Figure 1. Routing congestion map (run 1).
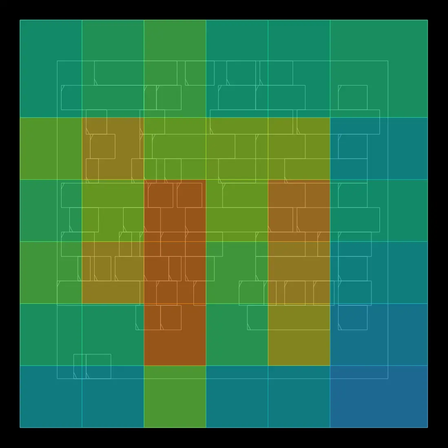
Figure 2. Floorplan with the power grid (run 1).
Scale: 10 px per um. Pins as bars on the die edge.
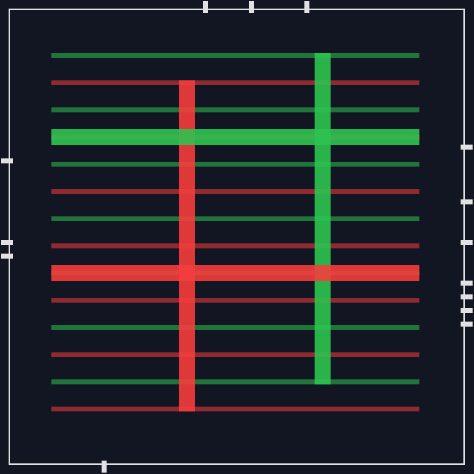
Figure 3. Cell area per tile (run 1).
Scale: 6 px per um. 9 x 9 tiles, from white (low) to dark blue (high), 0 to 100% covered.
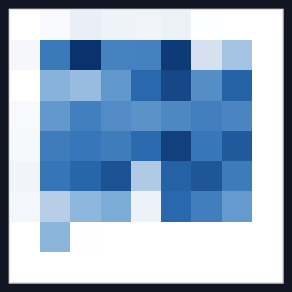
Figure 4. Clock distribution (run 1).
Scale: 12 px per um.
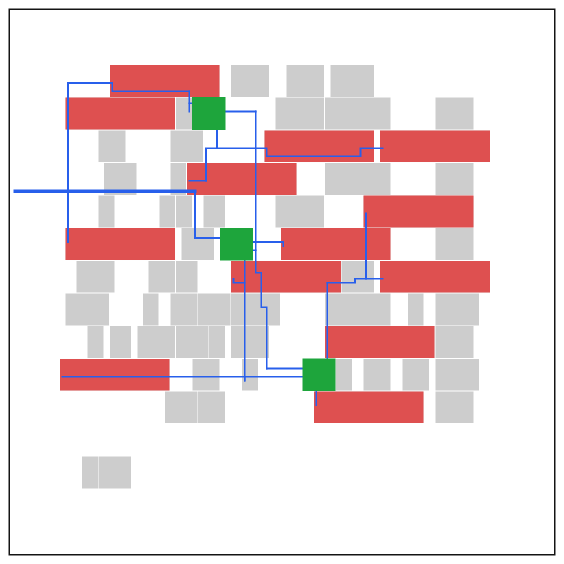
<file path="config.mk">
export PLATFORM = sky130hd
export DESIGN_NAME = shift_rx
export DESIGN_NICKNAME = d
export VERILOG_FILES = /design/src/rtl/shift_rx.sv
export SDC_FILE = /design/constraint.sdc
export NUM_CORES = 1
export LEC_CHECK = 0
export CAP_MARGIN = 20
export CORE_MARGIN = 4
export CORE_UTILIZATION = 40
export DETAILED_ROUTE_END_ITERATION = 7
export GPL_TIMING_DRIVEN = 0
export PLACE_DENSITY = 0.7
export SYNTH_ARGS = -nofsm -noshare
export SYNTH_HDL_FRONTEND = slang
export SYNTH_SLANG_ARGS = --single-unit
</file>
<file path="constraint.sdc">
create_clock -name clk -period 1.4 [get_ports clk]
set_input_delay 0.28 -clock clk [delete_from_list [all_inputs] [get_ports clk]]
set_output_delay 0.28 -clock clk [all_outputs]
set_load 0.02 [all_outputs]
</file>
<file path="src/rtl/shift_rx.sv">
// shift_rx: serial-to-parallel word receiver.
// Frames a serial bit stream on a start strobe, assembles WIDTH bits MSB-first,
// and presents each completed word in a holding register with a valid/read
// handshake, sticky overrun flag and a restart (abort) pulse.
// Optional feature macro: PARITY_EN adds one even-parity bit per frame and
// drives perr. Without it, frames are exactly WIDTH bits and perr is tied 0.
module shift_rx #(
    parameter int WIDTH = 3
) (
    input  logic             clk,
    input  logic             clrn,
    input  logic             di,
    input  logic             en,
    input  logic             start,
    input  logic             rd,
    output logic [WIDTH-1:0] q,
    output logic             valid,
    output logic             busy,
    output logic             ovr,
    output logic             abort,
    output logic             perr
);

    localparam int CW = $clog2(WIDTH + 1);
    localparam logic [CW-1:0] LAST_IDX = CW'(WIDTH - 1);

`ifdef PARITY_EN
    typedef enum logic [1:0] {IDLE = 2'd0, DATA = 2'd1, PAR = 2'd2} state_t;
`else
    typedef enum logic [1:0] {IDLE = 2'd0, DATA = 2'd1} state_t;
`endif

    state_t           state, state_nxt;
    logic [WIDTH-1:0] sr, sr_nxt;
    logic [CW-1:0]    cnt, cnt_nxt;
    logic [WIDTH-1:0] word;
    logic             deliver;
    logic             abort_nxt;
`ifdef PARITY_EN
    logic             par_err;
`endif

    // Next-state, shift and delivery decode for one en-qualified bit.
    always_comb begin
        // NOTE: every combinational output gets a default first so no path
        // leaves it unassigned; that is what keeps this block latch-free.
        state_nxt = state;
        sr_nxt    = sr;
        cnt_nxt   = cnt;
        word      = sr;
        deliver   = 1'b0;
        abort_nxt = 1'b0;
`ifdef PARITY_EN
        par_err   = 1'b0;
`endif
        if (en) begin
            if (start) begin
                // A start always begins a new frame; mid-frame it discards the partial one.
                sr_nxt    = {sr[WIDTH-2:0], di};
                cnt_nxt   = CW'(1);
                state_nxt = DATA;
                abort_nxt = (state != IDLE);
            end else begin
                case (state)
                    DATA: begin
                        sr_nxt  = {sr[WIDTH-2:0], di};
                        cnt_nxt = cnt + CW'(1);
                        if (cnt == LAST_IDX) begin
`ifdef PARITY_EN
                            state_nxt = PAR;
`else
                            deliver   = 1'b1;
                            word      = sr_nxt;
                            state_nxt = IDLE;
                            cnt_nxt   = '0;
`endif
                        end
                    end
`ifdef PARITY_EN
                    PAR: begin
                        // Even parity: data bits plus parity bit must XOR to 0.
                        deliver   = 1'b1;
                        word      = sr;
                        par_err   = ^{sr, di};
                        state_nxt = IDLE;
                        cnt_nxt   = '0;
                    end
`endif
                    default: ;  // IDLE without start: bit is discarded
                endcase
            end
        end
    end

    // Frame state register: FSM state, shift register and bit counter.
    always_ff @(posedge clk or negedge clrn) begin
        if (!clrn) begin
            state <= IDLE;
            sr    <= '0;
            cnt   <= '0;
        end else begin
            // NOTE: sequential state uses non-blocking assignments so every
            // register samples pre-edge values, independent of statement order.
            state <= state_nxt;
            sr    <= sr_nxt;
            cnt   <= cnt_nxt;
        end
    end

    // Holding register and handshake flags; all outputs are registered.
    always_ff @(posedge clk or negedge clrn) begin
        if (!clrn) begin
            q     <= '0;
            valid <= 1'b0;
            busy  <= 1'b0;
            ovr   <= 1'b0;
            abort <= 1'b0;
        end else begin
            busy  <= (state_nxt != IDLE);
            abort <= abort_nxt;
            if (deliver) begin
                // Newest word always wins; an unread previous word marks overrun
                // unless it is acknowledged on this same edge.
                q     <= word;
                valid <= 1'b1;
                if (rd)
                    ovr <= 1'b0;
                else if (valid)
                    ovr <= 1'b1;
            end else if (rd) begin
                valid <= 1'b0;
                ovr   <= 1'b0;
            end
        end
    end

`ifdef PARITY_EN
    // Parity flag describes the word in q, so it changes only on delivery.
    always_ff @(posedge clk or negedge clrn) begin
        if (!clrn)
            perr <= 1'b0;
        else if (deliver)
            perr <= par_err;
    end
`else
    assign perr = 1'b0;
`endif

endmodule

</file>
==> flow_metrics.env, run 1 <==
# flow metrics
export IMPL_first_global_vias=415
export IMPL_final_max_slew_viol_count=0
export IMPL_row_count=13
export IMPL_cp_data_arrival_time_ps=1550
export IMPL_highest_signal_layer="met3"
export IMPL_coreArea_sq_um=1300
export IMPL_worstReg2RegStart="state[1]$_DFF_PN0_"
export IMPL_rsz_0062_raised_after_global_routing="yes"
export IMPL_synth_cell_type_count=18
export IMPL_grt_start_max_net_pins=14
export IMPL_hold_viol_final=0
export IMPL_crit_path_top_delay_cell="dfrtp_1"
export IMPL_layout_worst_path_cycle_share_pct=99.2
export IMPL_hold_bufs_at_cts=0
export IMPL_final_net_count=73
export IMPL_final_wirelength_um=903
export IMPL_post_synth_inst_count=47
export IMPL_ctsHtreeMaxLevel=1
export IMPL_stdcell_count=81
export IMPL_finalWeightedCongestion=0.686
export IMPL_worst_path_dominant_cell_family="simple AND/OR/NAND/NOR gates"
export IMPL_timing_setup_critical_path_class="reg2reg"
export IMPL_area_growth_pct=32.1
export IMPL_cp_data_required_time_ps=1560
export IMPL_grt_pass1_wl_mm=1.68
export IMPL_worstPathBufferInverterCount=0
export IMPL_cts_buffers=3
export IMPL_max_cap_viol_count=0
export IMPL_startpoint_type="register"
export IMPL_fillers=127
export IMPL_die_h_um=45.4
export IMPL_postSynthAreaPerCell_sq_um=11.9
export IMPL_top_post_synthesis_cells_by_area="dfrtp_1, mux2_4, nand2b_1"
export IMPL_mappedNetlistArea_sq_um=558
export IMPL_cp_startpoint="state[1]$_DFF_PN0_"
export IMPL_ctsRootBufferMaster="clkbuf_4"
export IMPL_drt_vias_per_instance=4.78
export IMPL_max_freq_ghz=0.720
export IMPL_yosysWarningCount=0
export IMPL_dp_cells=74
export IMPL_drt_iter0_markers=4
export IMPL_hpwlAfterDp_um=669
export IMPL_static_leakage_power_nw=0.366
export IMPL_grt_remaining_overflow=0
export IMPL_common_cells="dfrtp_1, nand2_1, nand2b_1"
export IMPL_detailroute_wirelength_met3_um=73
export IMPL_tns_ps=0
export IMPL_route_detailed_drc=0
export IMPL_max_slew_worst_pin_slew_ps=567
export IMPL_place_port_buffers=12
export IMPL_fp_util_pct=42.9
export IMPL_layout_min_cycle_time_ps=1390
export IMPL_crit_path_max_fanout=5
export IMPL_power_per_cell_area_nw_per_um2=1460
export IMPL_antenna_cells_inserted=0
export IMPL_design_area_sq_um=737
export IMPL_endpoint_kind="register"
export IMPL_clkSinkCount=13
export IMPL_clk_pin_slew_worst_paths_ps=80
export IMPL_postRouteAntennaNets=0
export IMPL_slew_headroom_pct=62.1
export IMPL_yosysCellCount=47
export IMPL_crit_chain="nand3b_1, or3_4, mux2_4"
export IMPL_top_count_cell_post_synth="dfrtp_1"
export IMPL_antenna_violations_before_repair=0
export IMPL_synth_edff_count=0
export IMPL_yosys_area_top_type="dfrtp_1"
export IMPL_outcome="completed"
Back to the opening pictures, Figure 1:
overall global routing resource usage: 11.8%
routed wirelength normalized by instance count: 11.1 um
met1 routing resource usage after global routing: 13.8%

Back to the opening pictures, Figure 2:
- green: VDD
- red: VSS
- met4 straps: 2
- signal pins: 14
- rows: 13
- met5 straps: 2

Back to the opening pictures, Figure 3:
- fullest tile: 99%
- nearly empty tiles: 35%
- mean over tiles: 35%
- densest ninth of the die: centre

Back to the opening pictures, Figure 4:
- green: clock-net drivers (count 3)
- blue: clock wires (length 162 um)
- red: flip-flops (count 13)
- routed clock nets: 4
clock tree skew after final layout: 3.18 ps
later-pin clock latency in the skew report: 270 ps

[run 1: registers in the layout, summed over array words and instances, names as in the netlist]
register  flops
valid         1
abort         1
busy          1
sr            2
q             3
state         2
cnt           2
ovr           1
[run 1: cell families (layout without fill, tap and decap cells)]
| family | Yosys count | in the layout | synth area share (%) |
|---|---|---|---|
| buf+inv | 5 | 24 | 5.38 |
| simple gates | 17 | 17 | 17.0 |
| compound gates | 6 | 6 | 6.50 |
| other cells | 1 | 1 | 0.672 |
| flops | 13 | 13 | 58.3 |
| mux | 5 | 5 | 12.1 |
[run 1: worst reg2reg max path: stages (launching register included)]
cell and delay, ps:
dfrtp_1 410, nand3b_1 190, or3_4 380, mux2_4 310
[run 1: stage by stage]
step	hold slack, ps	total power [mW]	setup slack [ps]	utilization [%]
global route	400	1.16	-51.5	56.6
global placement	485	0.879	-477	53.6
finish	369	1.08	11.1	56.6
CTS	383	1.10	-54.7	57.1
detailed placement	490	0.894	-486	53.6
floorplan	-15.6	0.728	-40.8	-
[run 1: final timing paths]
path	endpoint	slack, ps	cells after the start
max	q[2]$_DFFE_PN0P_	10	3
min	q[1]$_DFFE_PN0P_	370	1
max reg2reg	q[2]$_DFFE_PN0P_	10	3
min reg2reg	valid$_DFFE_PN0P_	500	2
max in group asynchronous	busy$_DFF_PN0_	660	1
min in group clk	cnt[1]$_DFFE_PN0P_	430	2
[run 1: report_power, final]
| group | switching [mW] | leakage [nW] | internal [mW] |
|---|---|---|---|
| combinational | 0.165 | 0.191 | 0.182 |
| sequential | 0.0470 | 0.160 | 0.460 |
| clock | 0.115 | 0.0150 | 0.110 |
| total | 0.327 | 0.366 | 0.752 |
[run 1: placed cells by master, fill, tap and decap left out]
cell	Yosys	routed
nand3b_1	2	2
o22ai_1	2	2
nand2b_1	4	4
dfrtp_1	13	13
mux2_2	2	2
and2b_1	1	1
clkbuf_4	0	3
nand2_1	5	5
buf_4	1	5
dlygate4sd2_1	0	8
nor4b_1	1	1
clkbuf_1	0	1
o21ai_1	0	1
mux2_4	3	3
o21ai_0	3	2
nor2_1	2	2
o2bb2ai_1	1	1
inv_1	3	3
clkdlybuf4s50_1	0	4
conb_1	1	1
and2_1	1	1
or3_4	0	1
[run 1: final cells by class]
cell class | instances | area [sq um] | share of cell area [%]
buffer | 1 | 7.51 | 1.02
clock buffer | 4 | 26.3 | 3.57
inverter | 3 | 11.3 | 1.53
multi-input combinational | 29 | 208 | 28.2
sequential | 13 | 325 | 44.1
tap | 15 | 18.8 | 2.55
timing repair buffer | 16 | 140 | 19.0
[run 1: what timing repair did]
item / 4_1_cts / 5_1_grt
endpoints found under the setup margin: 12 / 6
setup buffers: 4 / 0
pin swaps: 0 / 0
resized: 8 / 2
cloned: 0 / 0
[run 1: routing by layer]
layer  vias up  global-route usage [%]
met5         -                       0
met4         0                    7.02
met3         0                    4.78
met2        10                    18.1
met1       183                    13.8
li1        194                       -
## Run 2: what changed since run 1
ABC_CLOCK_PERIOD_IN_PS = 1400   (was default)
Figure 5. Cell area per tile (run 2).
Scale: 6 px per um. 9 x 9 tiles, from white (low) to dark blue (high), 0 to 100% covered.
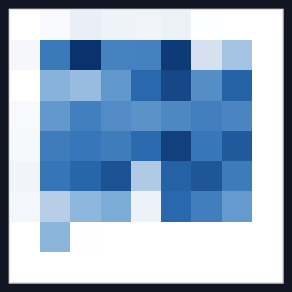
- tiles over 75% full: 16%
- mean over tiles: 35%
- densest ninth of the die: centre
area of the core: 1300 sq um
final core utilization: 56.6%
initial cell density of the core: 42.9%

==> run 2 against run 1 <==
Net effect:
- worst hold slack is the same
- synthesized cell count is the same
- via count is the same
- die size is the same
- critical path type unchanged
- highest routed layer unchanged
==> flow_metrics.env, run 2 <==
# flow metrics
export IMPL_clock_insertion_delay_worst_skew_ps=270
export IMPL_comb_power_share_pct=32.2
export IMPL_slew_headroom_pct=62.1
export IMPL_max_cap_viol_count=0
export IMPL_outcome="completed"
export IMPL_ctsRootBufferMaster="clkbuf_4"
export IMPL_largest_register="q"
export IMPL_postSynth_asyncResetShare_pct=100
export IMPL_row_count=13
export IMPL_static_leakage_power_nw=0.366
export IMPL_crit_chain="nand3b_1, or3_4, mux2_4"
export IMPL_grt_start_max_net_pins=14
export IMPL_dieArea_sq_um=2060
export IMPL_endpoint_kind="register"
export IMPL_ctsHtreeMaxLevel=1
export IMPL_antenna_cells_inserted=0
export IMPL_drt_iter0_markers=4
export IMPL_final_net_count=73
export IMPL_drive_gt1_share_pct=21.2
export IMPL_post_synth_inst_count=47
export IMPL_synth_edff_count=0
export IMPL_clk_pin_slew_worst_paths_ps=80
export IMPL_cts_buffers=3
export IMPL_rsz_0062_raised_after_global_routing="yes"
export IMPL_top_post_synthesis_cells_by_area="dfrtp_1, mux2_4, nand2b_1"
export IMPL_hold_viol_final=0
export IMPL_tns_ps=0
export IMPL_cp_data_arrival_time_ps=1550
export IMPL_cp_data_required_time_ps=1560
export IMPL_power_switching_share_pct=30.3
export IMPL_finalWeightedCongestion=0.686
export IMPL_common_cells="dfrtp_1, nand2_1, nand2b_1"
export IMPL_crit_path_max_fanout=5
export IMPL_top_count_cell_post_synth="dfrtp_1"
export IMPL_share_clk_of_total_power_pct=20.8
export IMPL_max_slew_worst_pin_slew_ps=567
export IMPL_power_switching_mw=0.327
export IMPL_startpoint_type="register"
export IMPL_mostFrequentLayoutCell="dfrtp_1"
export IMPL_antenna_violations_before_repair=0
export IMPL_grt_pass1_wl_mm=1.68
export IMPL_track_usage_pct=11.8
export IMPL_postRouteAntennaNets=0
export IMPL_clkSinkCount=13
export IMPL_hold_bufs_at_cts=0
export IMPL_synth_cell_type_count=18
export IMPL_final_max_slew_viol_count=0
export IMPL_part_of_the_total_power_dissipated_in_sequential_elements_pct=47.0
export IMPL_largest_reg_flops=3
export IMPL_largest_stage_delay_on_the_critical_path_ps=410
export IMPL_hold_ws_ps=369
export IMPL_layout_min_cycle_time_ps=1390
export IMPL_finalClockSkew_ps=3.18
export IMPL_place_port_buffers=12
export IMPL_crit_path_top_delay_cell="dfrtp_1"
export IMPL_lay_top_cells="dfrtp_1, dlygate4sd2_1, nand2_1, buf_4"
export IMPL_area_growth_pct=32.1
export IMPL_worstPathBufferInverterCount=0
export IMPL_yosys_area_top_type="dfrtp_1"
export IMPL_yosysWarningCount=0
export IMPL_routed_wirelength_normalized_by_instance_count_um=11.1
export IMPL_route_detailed_drc=0
export IMPL_mappedNetlistArea_sq_um=558
export IMPL_die_h_um=45.4
export IMPL_drt_vias_per_instance=4.78
export IMPL_first_global_vias=415
export IMPL_postSynthAreaPerCell_sq_um=11.9
export IMPL_yosysCellCount=47
export IMPL_worst_path_dominant_cell_family="simple AND/OR/NAND/NOR gates"
export IMPL_power_per_cell_area_nw_per_um2=1460
export IMPL_grt_remaining_overflow=0
export IMPL_hpwlAfterDp_um=669
export IMPL_final_wirelength_um=903
export IMPL_io_pins=14
Figure 6. Metal layers overlaid (run 2).
Scale: 12 px per um. Only two layers are drawn.
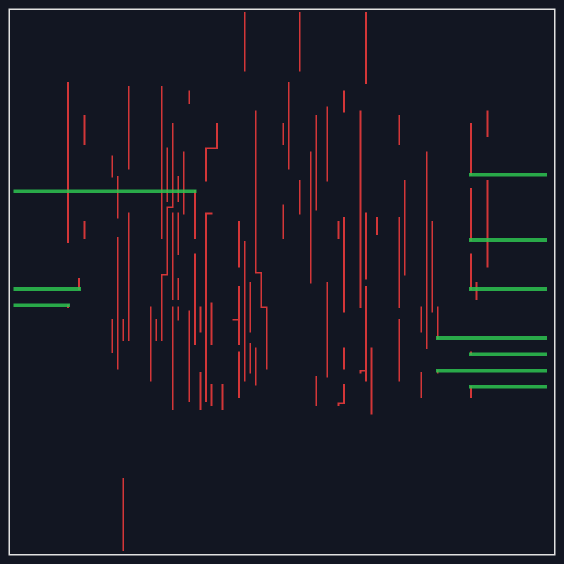
- green: M3 (wire length 73.6 um)
- red: M2 (wire length 437 um)

==> run 2: cell type report <==
| cell class | count | area [sq um] |
|---|---|---|
| clock buffers | 4 | 26.3 |
| inverters | 3 | 11.3 |
| plain buffers | 1 | 7.51 |
| flip-flops and latches | 13 | 325 |
| multi-input cells | 29 | 208 |
| fillers | 127 | 564 |
| repair buffers | 16 | 140 |
| well taps | 15 | 18.8 |
==> run 2: worst paths after layout <==
check	slack [ps]	depth (start not counted)	to	from
min	370	1	q[1]$_DFFE_PN0P_	clrn
min in group clk	430	2	cnt[1]$_DFFE_PN0P_	en
max in group asynchronous	660	1	busy$_DFF_PN0_	clrn
max reg2reg	10	3	q[2]$_DFFE_PN0P_	state[1]$_DFF_PN0_
min reg2reg	500	2	valid$_DFFE_PN0P_	valid$_DFFE_PN0P_
max	10	3	q[2]$_DFFE_PN0P_	state[1]$_DFF_PN0_
==> run 2: power groups by stage <==
stage | logic, mW | registers (mW) | clock network [mW]
2_1_floorplan | 0.148 | 0.580 | 0
3_3_place_gp | 0.362 | 0.517 | 0
3_5_place_dp | 0.371 | 0.523 | 0
4_1_cts | 0.352 | 0.510 | 0.236
5_1_grt | 0.376 | 0.523 | 0.257
6_report | 0.347 | 0.507 | 0.225
==> run 2: metrics by stage <==
step | power, mW | area, sq um | instances | setup WS, ps
after floorplan | 0.728 | 558 | 47 | -40.8
after global placement | 0.879 | 697 | 74 | -477
after detailed placement | 0.894 | 697 | 74 | -486
after CTS | 1.10 | 743 | 82 | -54.7
after global routing | 1.16 | 737 | 81 | -51.5
final | 1.08 | 737 | 81 | 11.1
==> run 2: cell families (layout without fill, tap and decap cells) <==
family | Yosys count | count (layout) | synth area share, %
and+or+nand+nor | 17 | 17 | 17.0
DFF | 13 | 13 | 58.3
AOI/OAI and AO/OA | 6 | 6 | 6.50
muxes | 5 | 5 | 12.1
buffers and inverters | 5 | 24 | 5.38
other | 1 | 1 | 0.672
==> run 2: per-layer routing <==
layer	GRT usage, %	part of all wire, %	vias to the layer above	wire (um)
li1	-	-	194	-
met1	13.8	43	183	392
met2	18.1	48	10	437
met3	4.78	8.1	0	73
met4	7.02	0	0	0
met5	0	0	-	0
==> run 2: timing repair <==
item | 4_1_cts | 5_1_grt
gates resized | 8 | 2
endpoints found under the hold margin | 0 | 0
pin swaps | 0 | 0
buffers inserted | 4 | 0
setup endpoints to repair | 12 | 6
Power is estimated from default activity; no workload was simulated.
